**Run 1: clock wires, drivers and flops**

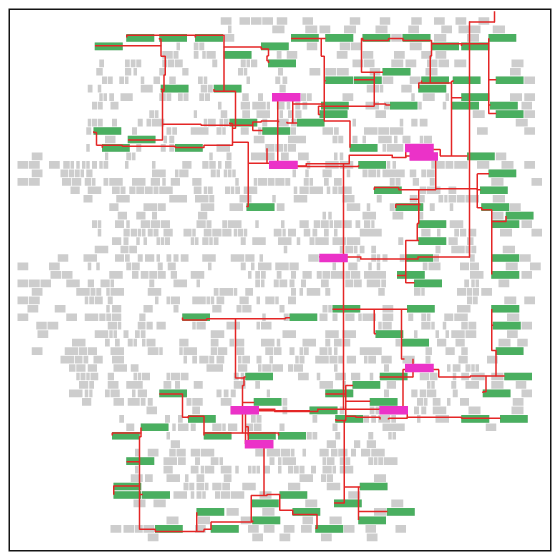
**Run 1: cells colored by class**

Bar = 50 um.
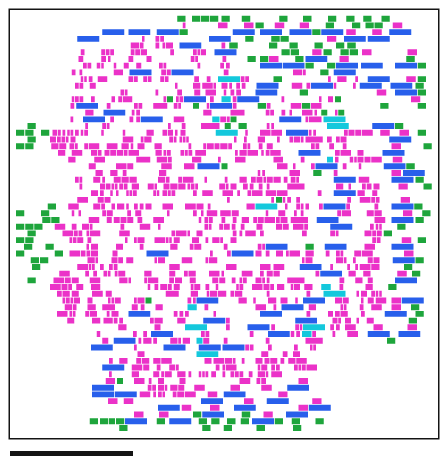
**Run 1: congestion heat map**

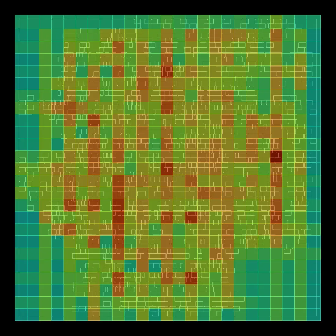
**Run 1: routed metal, one color a layer**

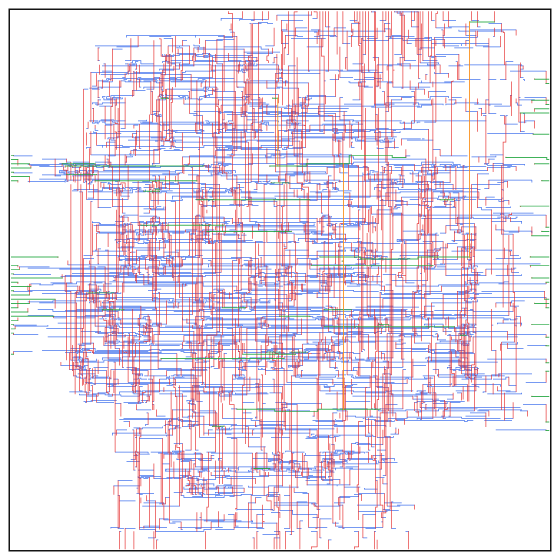
## src/rtl/mem_pkg.sv

```systemverilog
// Shared definitions for the block-copy engine: bus widths, the word
// stride in bytes and the sequencer state encoding.
package mem_pkg;

    // Byte address width of the data memory (64 KiB).
    localparam int AW = 16;

    // Width of one memory word.
    localparam int DW = 16;

    // Width of the word-count input.
    localparam int LW = 16;

    // Distance in bytes between consecutive words.
    localparam int WORD_BYTES = DW / 8;

    // Sequencer states: each word costs one READ and one WRITE cycle.
    typedef enum logic [1:0] {
        IDLE  = 2'd0,
        READ  = 2'd1,
        WRITE = 2'd2,
        DONE  = 2'd3
    } state_t;

endpackage

```

## src/rtl/mem_copy_if.sv

```systemverilog
// Bundle of the core-facing control signals and the memory read/write
// port of the copy engine. The engine uses the master view; the core
// and memory side use the slave view.
interface mem_copy_if;
    import mem_pkg::*;

    logic          start;
    logic          abort;
    logic [AW-1:0] src;
    logic [AW-1:0] dst;
    logic [LW-1:0] len;
    logic          busy;
    logic          done;
    logic [AW-1:0] raddr;
    logic [DW-1:0] rdata;
    logic          wen;
    logic [AW-1:0] waddr;
    logic [DW-1:0] wdata;

    modport master (
        input  start, abort, src, dst, len, rdata,
        output busy, done, raddr, wen, waddr, wdata
    );

    modport slave (
        output start, abort, src, dst, len, rdata,
        input  busy, done, raddr, wen, waddr, wdata
    );

endinterface

```

## src/rtl/mem_copy_dir.sv

```systemverilog
// Copy-direction decision and starting addresses for a new request.
// A copy must run top-down when the destination begins inside the
// source block (measured forward from src, modulo the address space);
// otherwise bottom-up is safe. Top-down starts at the last word of each
// block. All arithmetic wraps at the top of the address space.
module mem_copy_dir
    import mem_pkg::*;
(
    input  logic [AW-1:0] src,
    input  logic [AW-1:0] dst,
    input  logic [LW-1:0] len,
    output logic          desc,
    output logic [AW-1:0] start_src,
    output logic [AW-1:0] start_dst
);

    logic [LW:0]   len_bytes;
    logic [AW:0]   span;
    logic [AW-1:0] diff;
    logic [LW-1:0] len_m1;
    logic [LW:0]   last_bytes;
    logic [AW-1:0] last_off;

    // Overlap test on the forward distance dst-src against the block
    // size in bytes (one extra bit so a full-size block still compares),
    // then pick the first word pair to move.
    always_comb begin
        len_bytes  = {len, 1'b0};
        span       = (AW+1)'(len_bytes);
        diff       = dst - src;
        desc       = (dst != src) && ({1'b0, diff} < span);
        len_m1     = len - LW'(1);
        last_bytes = {len_m1, 1'b0};
        last_off   = AW'(last_bytes);
        start_src  = desc ? (src + last_off) : src;
        start_dst  = desc ? (dst + last_off) : dst;
    end

endmodule

```

## src/rtl/mem_copy.sv

```systemverilog
// Block-copy bus initiator. Moves len 16-bit words from src to dst in
// the byte-addressed data memory, one word every two cycles (read, then
// write). The direction is chosen at start so overlapping blocks behave
// like memmove. abort cancels cleanly between or during word moves;
// words already written are left in place.
module mem_copy
    import mem_pkg::*;
(
    input  logic        clk,
    input  logic        rst_n,
    mem_copy_if.master  bus
);

    localparam logic [AW-1:0] STEP = AW'(WORD_BYTES);

    state_t        state;
    state_t        state_nxt;

    logic [LW-1:0] cnt;
    logic [AW-1:0] cur_src;
    logic [AW-1:0] cur_dst;
    logic          step_down;
    logic [DW-1:0] data_buf;
    logic [AW-1:0] raddr_q;
    logic [AW-1:0] waddr_q;

    logic          busy_c;
    logic          done_c;
    logic          wen_c;

    logic          desc;
    logic [AW-1:0] start_src;
    logic [AW-1:0] start_dst;

    mem_copy_dir u_dir (
        .src       (bus.src),
        .dst       (bus.dst),
        .len       (bus.len),
        .desc      (desc),
        .start_src (start_src),
        .start_dst (start_dst)
    );

    // State register; reset returns to IDLE at once so wen drops in the
    // same instant reset asserts.
    always_ff @(posedge clk or negedge rst_n) begin
        if (!rst_n) begin
            state <= IDLE;
        end else begin
            state <= state_nxt;
        end
    end

    // Next-state and control outputs. start is honoured only in IDLE and
    // abort only while a word move is in flight.
    always_comb begin
        state_nxt = state;
        busy_c    = 1'b0;
        done_c    = 1'b0;
        wen_c     = 1'b0;
        case (state)
            IDLE: begin
                if (bus.start) begin
                    state_nxt = (bus.len == '0) ? DONE : READ;
                end
            end
            READ: begin
                busy_c    = 1'b1;
                state_nxt = bus.abort ? IDLE : WRITE;
            end
            WRITE: begin
                busy_c = 1'b1;
                wen_c  = !bus.abort;
                if (bus.abort) begin
                    state_nxt = IDLE;
                end else if (cnt == LW'(1)) begin
                    state_nxt = DONE;
                end else begin
                    state_nxt = READ;
                end
            end
            DONE: begin
                done_c    = 1'b1;
                state_nxt = IDLE;
            end
            default: begin
                state_nxt = IDLE;
            end
        endcase
    end

    // Copy datapath: latch the request on an accepted start, capture the
    // read word, then advance both pointers by one word in the chosen
    // direction after each write. The hold registers keep the last
    // driven bus addresses visible while the ports are not in use.
    always_ff @(posedge clk or negedge rst_n) begin
        if (!rst_n) begin
            cnt       <= '0;
            cur_src   <= '0;
            cur_dst   <= '0;
            step_down <= 1'b0;
            data_buf  <= '0;
            raddr_q   <= '0;
            waddr_q   <= '0;
        end else begin
            case (state)
                IDLE: begin
                    if (bus.start && (bus.len != '0)) begin
                        cnt       <= bus.len;
                        cur_src   <= start_src;
                        cur_dst   <= start_dst;
                        step_down <= desc;
                    end
                end
                READ: begin
                    raddr_q <= cur_src;
                    if (!bus.abort) begin
                        data_buf <= bus.rdata;
                    end
                end
                WRITE: begin
                    waddr_q <= cur_dst;
                    cnt     <= cnt - LW'(1);
                    cur_src <= step_down ? (cur_src - STEP) : (cur_src + STEP);
                    cur_dst <= step_down ? (cur_dst - STEP) : (cur_dst + STEP);
                end
                default: begin
                end
            endcase
        end
    end

    assign bus.busy  = busy_c;
    assign bus.done  = done_c;
    assign bus.wen   = wen_c;
    assign bus.raddr = (state == READ)  ? cur_src : raddr_q;
    assign bus.waddr = (state == WRITE) ? cur_dst : waddr_q;
    assign bus.wdata = data_buf;

endmodule
```

## src/flat_wrapper.sv

```systemverilog
// flat-port wrapper written by rule: the top's interface ports become plain ports
module mem_copy_flat import mem_pkg::*;
  (clk, rst_n, bus_start, bus_abort, bus_src, bus_dst, bus_len, bus_rdata, bus_busy, bus_done, bus_raddr, bus_wen, bus_waddr, bus_wdata);
  mem_copy_if bus_i ();
  input  logic clk;
  input  logic rst_n;
  input wire logic [$bits(bus_i.start)-1:0] bus_start;
  input wire logic [$bits(bus_i.abort)-1:0] bus_abort;
  input wire logic [$bits(bus_i.src)-1:0] bus_src;
  input wire logic [$bits(bus_i.dst)-1:0] bus_dst;
  input wire logic [$bits(bus_i.len)-1:0] bus_len;
  input wire logic [$bits(bus_i.rdata)-1:0] bus_rdata;
  output wire logic [$bits(bus_i.busy)-1:0] bus_busy;
  output wire logic [$bits(bus_i.done)-1:0] bus_done;
  output wire logic [$bits(bus_i.raddr)-1:0] bus_raddr;
  output wire logic [$bits(bus_i.wen)-1:0] bus_wen;
  output wire logic [$bits(bus_i.waddr)-1:0] bus_waddr;
  output wire logic [$bits(bus_i.wdata)-1:0] bus_wdata;
  assign bus_i.start = bus_start;
  assign bus_i.abort = bus_abort;
  assign bus_i.src = bus_src;
  assign bus_i.dst = bus_dst;
  assign bus_i.len = bus_len;
  assign bus_i.rdata = bus_rdata;
  assign bus_busy = bus_i.busy;
  assign bus_done = bus_i.done;
  assign bus_raddr = bus_i.raddr;
  assign bus_wen = bus_i.wen;
  assign bus_waddr = bus_i.waddr;
  assign bus_wdata = bus_i.wdata;
  mem_copy u_core (.clk(clk), .rst_n(rst_n), .bus(bus_i));
endmodule
```

## config.mk

```make
export PLATFORM = sky130hd
export DESIGN_NAME = mem_copy_flat
export DESIGN_NICKNAME = d
export VERILOG_FILES = /design/src/rtl/mem_pkg.sv /design/src/rtl/mem_copy_if.sv /design/src/rtl/mem_copy_dir.sv /design/src/rtl/mem_copy.sv /design/src/flat_wrapper.sv
export SDC_FILE = /design/constraint.sdc
export NUM_CORES = 1
export LEC_CHECK = 0
export CORE_MARGIN = 2
export CORE_UTILIZATION = 30
export DETAILED_ROUTE_END_ITERATION = 10
export GPL_TIMING_DRIVEN = 1
export PLACE_DENSITY = 0.46
export SETUP_SLACK_MARGIN = 0.15
export SLEW_MARGIN = 10
export SYNTH_ARGS = -nofsm -noshare
export SYNTH_HDL_FRONTEND = slang
export SYNTH_SLANG_ARGS = --single-unit
```

## constraint.sdc

```tcl
create_clock -name clk -period 9.4 [get_ports clk]
set_clock_uncertainty 0.15 [all_clocks]
set_input_delay 2.35 -clock clk [delete_from_list [all_inputs] [get_ports clk]]
set_output_delay 2.35 -clock clk [all_outputs]
set_load 0.02 [all_outputs]
```

==> PnR_summary.wiki, run 1 <==
== Flow metrics ==
{| class="wikitable"
! Metric !! Value
|-
| Outcome || completed
|-
| Unrepaired setup endpoints after global routing || false
|-
| Layout filler cell count || between 3k and 4k
|-
| Tool warnings || 31
|-
| Number of buffers added by the clock tree synthesis step || 9
|-
| Cell at the root of the clock tree || clkbuf_16
|-
| Predominant post-synthesis flop cell || dfrtp_1
|-
| Top power consumer group || combinational cells
|-
| Port Buffer Count || around 120
|-
| Peak per-stage delay on the critical path || approximately 0.61 ns
|-
| Peak supply drop || 0.170 mV
|-
| Launch point of the worst path || bus_src[0]
|-
| Commonest non-fill, non-tap cells in the layout || 117 x clkdlybuf4s50_1, 99 x dfrtp_1, 90 x ha_1, 87 x a21oi_1, 82 x nor2_1
|-
| Endpoint of the most critical setup path || u_core.cur_src[11]
|-
| Area of placed instances || between 10,000 and 15,000 sq um
|-
| Worst-case hold path end point || u_core.cur_src[0]
|-
| CTS tree || yes
|-
| Startpoint of the lowest-slack register-to-register path || u_core.step_down
|-
| Class of the tightest hold or removal check || reg2reg
|-
| Std-Cell Core Area || 28,500 sq um
|-
| Global-route wire length before repair || ~42,000 um
|-
| CP bufs+invs || 3
|-
| Kind of start point of the critical path || input port
|-
| Required arrival time at the worst endpoint || about 9.5 ns
|-
| Class of the most critical setup path || in2reg
|-
| Total of max-cap violations || 0
|-
| Slew @ Worst Pin || roughly 0.82 ns
|-
| Die Size || 30,100 sq um
|-
| Diodes inserted || 0
|-
| Crit share post-route || 0.762
|-
| Critical Path, Cell by Cell || clkdlybuf4s50_1 > ha_1 > inv_1 > fa_1 > a21o_1 > a21oi_1 > nand2b_1 > a21boi_0 > o211ai_1 > o21ai_1 > nor2_1 > xnor2_1 > ha_1 > a21oi_1 > nand3b_1 > a211oi_1 > o31ai_1 > a21oi_4 > buf_4 > nor3_1 > a31oi_1 > a31oi_1
|-
| Share of flip-flops with an asynchronous set or reset || 1.00
|-
| Met3 GRT Util || 0.0197
|-
| Number of detailed-route iterations in the first pass || 5
|-
| Tightest hold margin || between 0.3 and 0.4 ns
|-
| Clock-pin slew of the registers on the worst-case setup and hold paths || around 0.080 ns
|-
| R2r setup slk || 6.11 ns
|-
| Hpwl dp || between 20,000 and 25,000 um
|-
| Core Rows || 62
|-
| Leading cell type in the layout, fill and taps excluded || clkdlybuf4s50_1
|-
| Worst min-delay path startpoint || u_core.cur_src[0]
|}
-- 'clock wires, drivers and flops' (at the start) --
legend:
  red:
    item: clock wires
    length: 1,720 um
  green:
    item: flip-flops
    count: 99
  magenta:
    item: clock drivers
    count: 9
routed clock nets: 10

-- 'cells colored by class' (at the start) --
legend:
  blue:
    class: sequential cells
    cells: 99
  magenta:
    class: combinational and other logic
    cells: 862
  cyan:
    class: clock drivers and dummy loads
    cells: 16
  green:
    class: remaining buffers and delay cells
    cells: 129
fraction of area in registers: 0.235
area of all placed cells without fillers: 10,500 sq um
post-layout utilization of the core: 0.370

-- 'congestion heat map' (at the start) --
most crowded layer after global routing: met2
GRT met2 Usage: 0.274

-- 'routed metal, one color a layer' (at the start) --
legend:
  blue:
    layer: metal 1
    wire_length: 14,100 um
  red:
    layer: metal 2
    wire_length: 11,700 um
  orange:
    layer: metal 4
    wire_length: 176 um
  green:
    layer: metal 3
    wire_length: 791 um
final routed wirelength across all metal layers: 26,700 um
via total after detailed routing: 7,661
wire length per cell: 17.9 um
GRT Overall Usage: 0.179

## run 1: cell usage after synthesis, types with 5 or more instances
master	number	area, sq um
dfrtp_1	99	2480
ha_1	91	1140
a21oi_1	87	435
nor2_1	82	308
nand2_1	68	255
inv_1	60	225
o21ai_0	57	285
mux2_2	51	574
xnor2_1	51	447
nand3_1	34	170
nor3_1	28	140
o21ai_1	27	135
a21o_1	23	173
clkbuf_1	16	60.1
xor2_1	16	140
mux2i_1	14	140
o21a_1	11	82.6
nor2b_1	10	62.6
a211oi_1	9	67.6
buf_2	9	45.0
nand4_1	7	43.8
o211ai_1	7	52.6
o22ai_1	7	43.8
o31ai_1	7	52.6
a221oi_1	6	52.6
a31oi_1	6	37.5
buf_1	6	22.5
nand2b_1	6	37.5
and3_1	5	31.3
fa_1	5	100
nor3b_1	5	37.5
nor4_1	5	31.3
## run 1: area by class of cell
cell class / instances / area (sq um) / area share
Multi-Input combinational cell: 802 / 5790 / 0.550
Tap cell: 384 / 480 / 0.0456
Sequential cell: 99 / 2480 / 0.235
Timing Repair Buffer: 129 / 1260 / 0.120
Clock buffer: 9 / 225 / 0.0214
Clock inverter: 7 / 68.8 / 0.00654
Inverter: 60 / 225 / 0.0214
## run 1: logic make-up (layout without fill, tap and decap cells)
family | Yosys count | in the layout | synth area share
buffers and inverters | 93 | 205 | 0.0435
AOI/OAI and AO/OA | 293 | 293 | 0.213
xor gates and xnor gates | 67 | 67 | 0.0681
and+or+nand+nor | 280 | 280 | 0.160
adders and majority gates | 96 | 96 | 0.144
muxes | 66 | 66 | 0.0846
DFF | 99 | 99 | 0.287
## run 1: per-layer routing
layer,up-vias,share of wire
met5,-,0
met4,0,0.0066
met3,7,0.030
met2,123,0.44
met1,3679,0.53
li1,3852,-
==> run 2, diff against run 1 <==
--- a/config.mk
+++ b/config.mk
@@ -9,7 +9,7 @@
 export CORE_UTILIZATION = 30
 export DETAILED_ROUTE_END_ITERATION = 10
 export GPL_TIMING_DRIVEN = 1
-export PLACE_DENSITY = 0.46
+export PLACE_DENSITY = 0.48
 export SETUP_SLACK_MARGIN = 0.15
 export SLEW_MARGIN = 10
 export SYNTH_ARGS = -nofsm -noshare
==> constraint.sdc (replaced) <==
create_clock -name clk -period 6.25 [get_ports clk]
set_clock_uncertainty 0.15 [all_clocks]
set_input_delay 1.5625 -clock clk [delete_from_list [all_inputs] [get_ports clk]]
set_output_delay 1.5625 -clock clk [all_outputs]
set_load 0.02 [all_outputs]
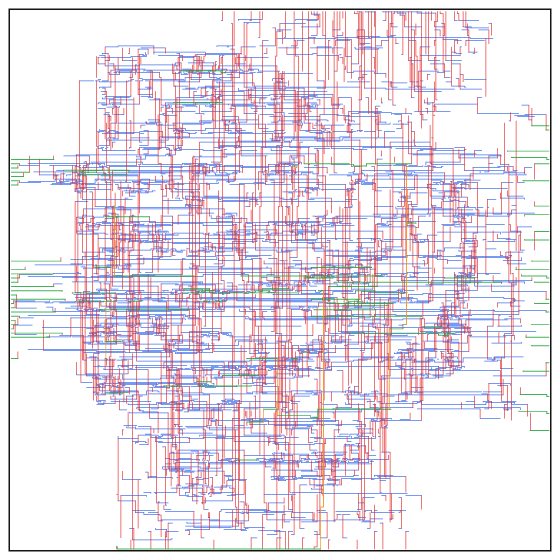
**Above:** run 2 (routed metal, one color a layer).
legend:
  blue:
    layer: metal 1
    wire_length: 13,500 um
  red:
    layer: metal 2
    wire_length: 11,400 um
  orange:
    layer: metal 4
    wire_length: 225 um
  green:
    layer: metal 3
    wire_length: 1,140 um

==> run 2 against run 1 <==
Global-route usage down 0.41 points. Cell count grew 0.67%. Sequential power rose by 51%. Cell area is 1.3% higher. Critical path type unchanged. Flip-flop count did not move. Area after synthesis did not move. Via count grew 1.5%. Synthesized cell count stayed put. Combinational power up 51%. Hold slack got worse by 0.0024 ns. Power up 52%. Critical endpoint is now u_core.cur_dst[8].
==> PnR_summary.wiki, run 2 <==
== Flow metrics ==
{| class="wikitable"
! Metric !! Value
|-
| Final routed wirelength across all metal layers || around 26,000 um
|-
| Main area contributors || dfrtp_1 29%, ha_1 13%, mux2_2 6.7%
|-
| Most frequent cell after synthesis || dfrtp_1
|-
| Class of the tightest hold or removal check || reg2reg
|-
| Area of placed instances || 10,300 sq um
|-
| Port Buffer Count || roughly 120
|-
| Share of the synthesized area in the top cell type || 0.287
|-
| Required arrival time at the worst endpoint || 6.36 ns
|-
| Endpoint of the most critical setup path || u_core.cur_dst[8]
|-
| Die Size || 30,100 sq um
|-
| Core Rows || ~62
|-
| Top cell type by total area after synthesis || dfrtp_1
|-
| CTS tree || yes
|-
| Hpwl dp || 20,800 um
|-
| CP bufs+invs || 5
|-
| Top cells by instance count after synthesis || 99 x dfrtp_1, 91 x ha_1, 87 x a21oi_1, 82 x nor2_1, 68 x nand2_1
|-
| Startpoint of the lowest-slack register-to-register path || u_core.step_down
|-
| Outcome || completed
|-
| Predominant post-synthesis flop cell || dfrtp_1
|-
| Global-route wire length before repair || just over 40,000 um
|-
| Std-Cell Core Area || 28,500 sq um
|-
| Cell at the root of the clock tree || clkbuf_16
|-
| Wire length per cell || 17.5 um
|-
| Peak supply drop || roughly 0.16 mV
|-
| Worst min-delay path startpoint || u_core.cur_dst[0]
|}
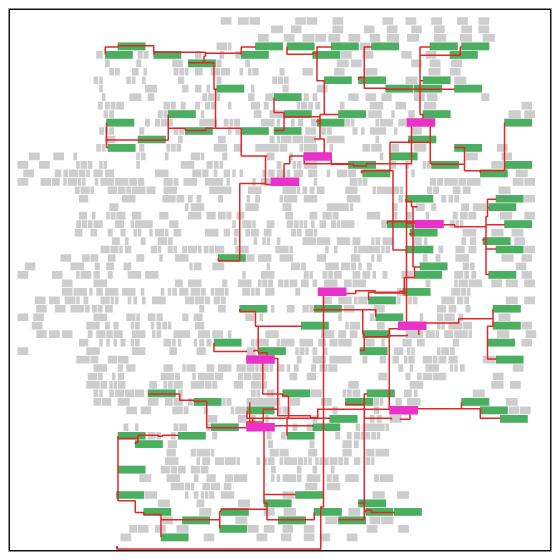
**Above:** run 2 (clock wires, drivers and flops).
legend:
  green:
    item: flip-flops
    count: 99
  magenta:
    item: clock drivers
    count: 9
  red:
    item: clock wires
    length: 1,660 um
flops lie: widely spread
routed clock nets: 10
clock latency at the later pin of the worst-skew pair: 0.37 ns
clock power share: 0.117
clock network power: 616 uW

## run 2: layout make-up
type / count / area (sq um) / share of cell area
multi-input combinational: 802 / 5820 / 0.545
sequential: 99 / 2480 / 0.232
timing repair buffer: 139 / 1350 / 0.126
tap: 384 / 480 / 0.0450
clock buffer: 9 / 225 / 0.0211
inverter: 60 / 225 / 0.0211
clock inverter: 7 / 93.8 / 0.00880
## run 2: stage by stage
step	utilization	total power, mW	hold WS [ns]	TNS, ns	setup WS, ns
final	0.375	5.29	0.334	0	0.429
after global routing	0.375	5.74	0.361	0	0.137
after CTS	0.374	5.33	0.341	0	0.325
after detailed placement	0.362	4.67	0.317	-0.0781	-0.0498
after global placement	0.362	4.67	0.324	0	0.0378
after floorplan	-	3.57	0.290	0	0.934
## run 2: repair_timing
item,CTS,global route
buffers inserted,0,1
resized,0,5
setup endpoints to repair,0,25
## run 2: cell families after synthesis
| family | count (synthesis) | synth area share |
|---|---|---|
| AND-OR/OR-AND | 293 | 0.213 |
| AND/OR/NAND/NOR | 280 | 0.160 |
| flip-flops | 99 | 0.287 |
| adder cells (fa/ha/maj) | 96 | 0.144 |
| buffers and inverters | 93 | 0.0435 |
| XOR/XNOR | 67 | 0.0681 |
| multiplexers | 66 | 0.0846 |
## run 2: power by group
group	switching, mW	internal [mW]
Clock	0.294	0.322
Sequential	0.231	0.955
Combinational	1.93	1.56
Total	2.45	2.83
## run 2: per-layer routing
metal / global-route usage / part of all wire
met4: 0.0350 / 0.0085
met1: 0.263 / 0.51
met3: 0.0241 / 0.043
met2: 0.267 / 0.43
met5: 0 / 0
==> run 3, diff against run 2 <==
--- a/config.mk
+++ b/config.mk
@@ -11,6 +11,7 @@
 export GPL_TIMING_DRIVEN = 1
 export PLACE_DENSITY = 0.48
 export SETUP_SLACK_MARGIN = 0.15
+export SKIP_CTS_REPAIR_TIMING = 1
 export SLEW_MARGIN = 10
 export SYNTH_ARGS = -nofsm -noshare
 export SYNTH_HDL_FRONTEND = slang
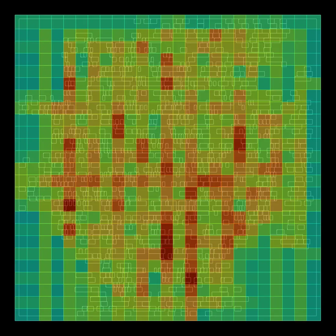
**Above:** run 3 (congestion heat map).
met3 GRT Util: 0.0241
wire length per cell: 17.5 um
GRT Overall Usage: 0.175
GRT met2 Usage: 0.267
post-layout utilization of the core: 0.375

==> run 3 against run 2 <==
Area after synthesis did not move. Maximum frequency did not move. First-iteration DRC count did not move. Setup slack did not move. Wire length did not move. Clock-buffer cell count did not move. Combinational power barely moved. Cell count did not move. Die area did not move. Sequential power barely moved. Register-to-register slack barely moved. Power did not move.
==> PnR_summary.wiki, run 3 <==
== Flow metrics ==
{| class="wikitable"
! Metric !! Value
|-
| Clock power share || 0.117
|-
| Sw Share || 0.464
|-
| Class of the tightest hold or removal check || reg2reg
|-
| CP bufs+invs || 5
|-
| Number of detailed-route iterations in the first pass || 5
|-
| Seq power || about 1.2 mW
|-
| Sequential share of power || 0.224
|-
| Unrepaired setup endpoints after global routing || true
|-
| R2r setup slk || ~2.8 ns
|-
| Tool warnings || 32
|-
| Combinational gate power || roughly 3.5 mW
|-
| Area of placed instances || about 10,000 sq um
|-
| Cell at the root of the clock tree || clkbuf_16
|-
| CTS tree || yes
|-
| Setup ws final || 0.429 ns
|-
| Required arrival time at the worst endpoint || approximately 6.4 ns
|-
| Class of the most critical setup path || in2reg
|-
| Peak supply drop || roughly 0.16 mV
|-
| Share of the synthesized area in the top cell type || 0.287
|-
| Crit share post-route || 0.931
|-
| Kind of start point of the critical path || input port
|-
| Die Size || 30,100 sq um
|-
| Area of all placed cells without fillers || roughly 11,000 sq um
|-
| Hpwl dp || ~21,000 um
|-
| Most frequent cell after synthesis || dfrtp_1
|-
| Port Buffer Count || ~120
|-
| Diodes inserted || 0
|-
| Core Rows || around 62
|-
| Std-Cell Core Area || between 20,000 and 30,000 sq um
|-
| Final routed wirelength across all metal layers || roughly 26,000 um
|-
| Clock latency at the later pin of the worst-skew pair || ~0.37 ns
|-
| Internal power || between 2 and 3 mW
|-
| Clock network power || about 620 uW
|-
| Net switching power || 2.45 mW
|-
| Share of flip-flops with an asynchronous set or reset || 1.00
|-
| Outcome || completed
|-
| Total of max-cap violations || 0
|-
| Leading cell type in the layout, fill and taps excluded || clkdlybuf4s50_1
|-
| Top power consumer group || combinational cells
|}
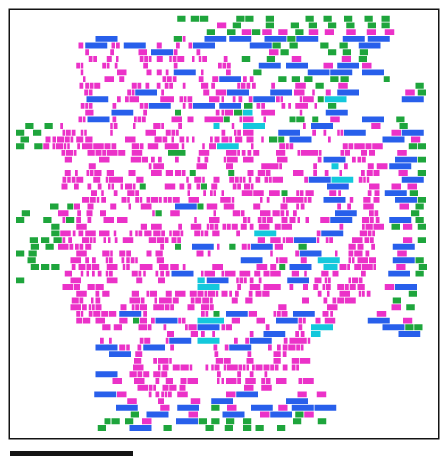
**Above:** run 3 (cells colored by class).
Bar = 50 um.
legend:
  cyan:
    class: clock drivers and dummy loads
    cells: 16
  magenta:
    class: combinational and other logic
    cells: 862
  green:
    class: remaining buffers and delay cells
    cells: 139
  blue:
    class: sequential cells
    cells: 99

## run 3: through the flow
| stage | hold WS, ns | TNS, ns | power [mW] |
|---|---|---|---|
| global route | 0.361 | 0 | 5.74 |
| CTS | 0.341 | 0 | 5.33 |
| global placement | 0.324 | 0 | 4.67 |
| floorplan | 0.290 | 0 | 3.57 |
| finish | 0.334 | 0 | 5.29 |
| detailed placement | 0.317 | -0.0781 | 4.67 |
## run 3: layout make-up
type,count,area [sq um]
Timing Repair Buffer,139,1350
Multi-Input combinational cell,802,5820
Sequential cell,99,2480
Inverter,60,225
Clock inverter,7,93.8
Tap cell,384,480
Fill cell,2962,17800
Clock buffer,9,225
## run 3: per-layer routing
layer	vias up	track usage	wire, um
li1	3865	-	-
met1	3733	0.263	13500
met2	161	0.267	11400
met3	17	0.0241	1140
met4	0	0.0350	224
met5	-	0	0
## run 3: cells by family (layout without fill, tap and decap cells)
group / Yosys count / count (layout) / synth area share
AND-OR/OR-AND: 293 / 293 / 0.213
AND/OR/NAND/NOR: 280 / 280 / 0.160
XOR/XNOR: 67 / 67 / 0.0681
multiplexers: 66 / 66 / 0.0846
buffers and inverters: 93 / 215 / 0.0435
flip-flops: 99 / 99 / 0.287
adder cells (fa/ha/maj): 96 / 96 / 0.144
## run 3: worst paths after layout
| path | start | to |
|---|---|---|
| worst max register to register | u_core.step_down | u_core.cur_src[15] |
| max in group asynchronous | rst_n | u_core.cnt[1] |
| worst max-delay path | bus_src[0] | u_core.cur_dst[8] |
| worst min-delay path | u_core.cur_dst[0] | u_core.cur_dst[0] |
| worst min register to register | u_core.cur_dst[0] | u_core.cur_dst[0] |
| min in group asynchronous | rst_n | u_core.waddr_q[15] |
No activity file was given, so power comes from the tool's default toggle rates.
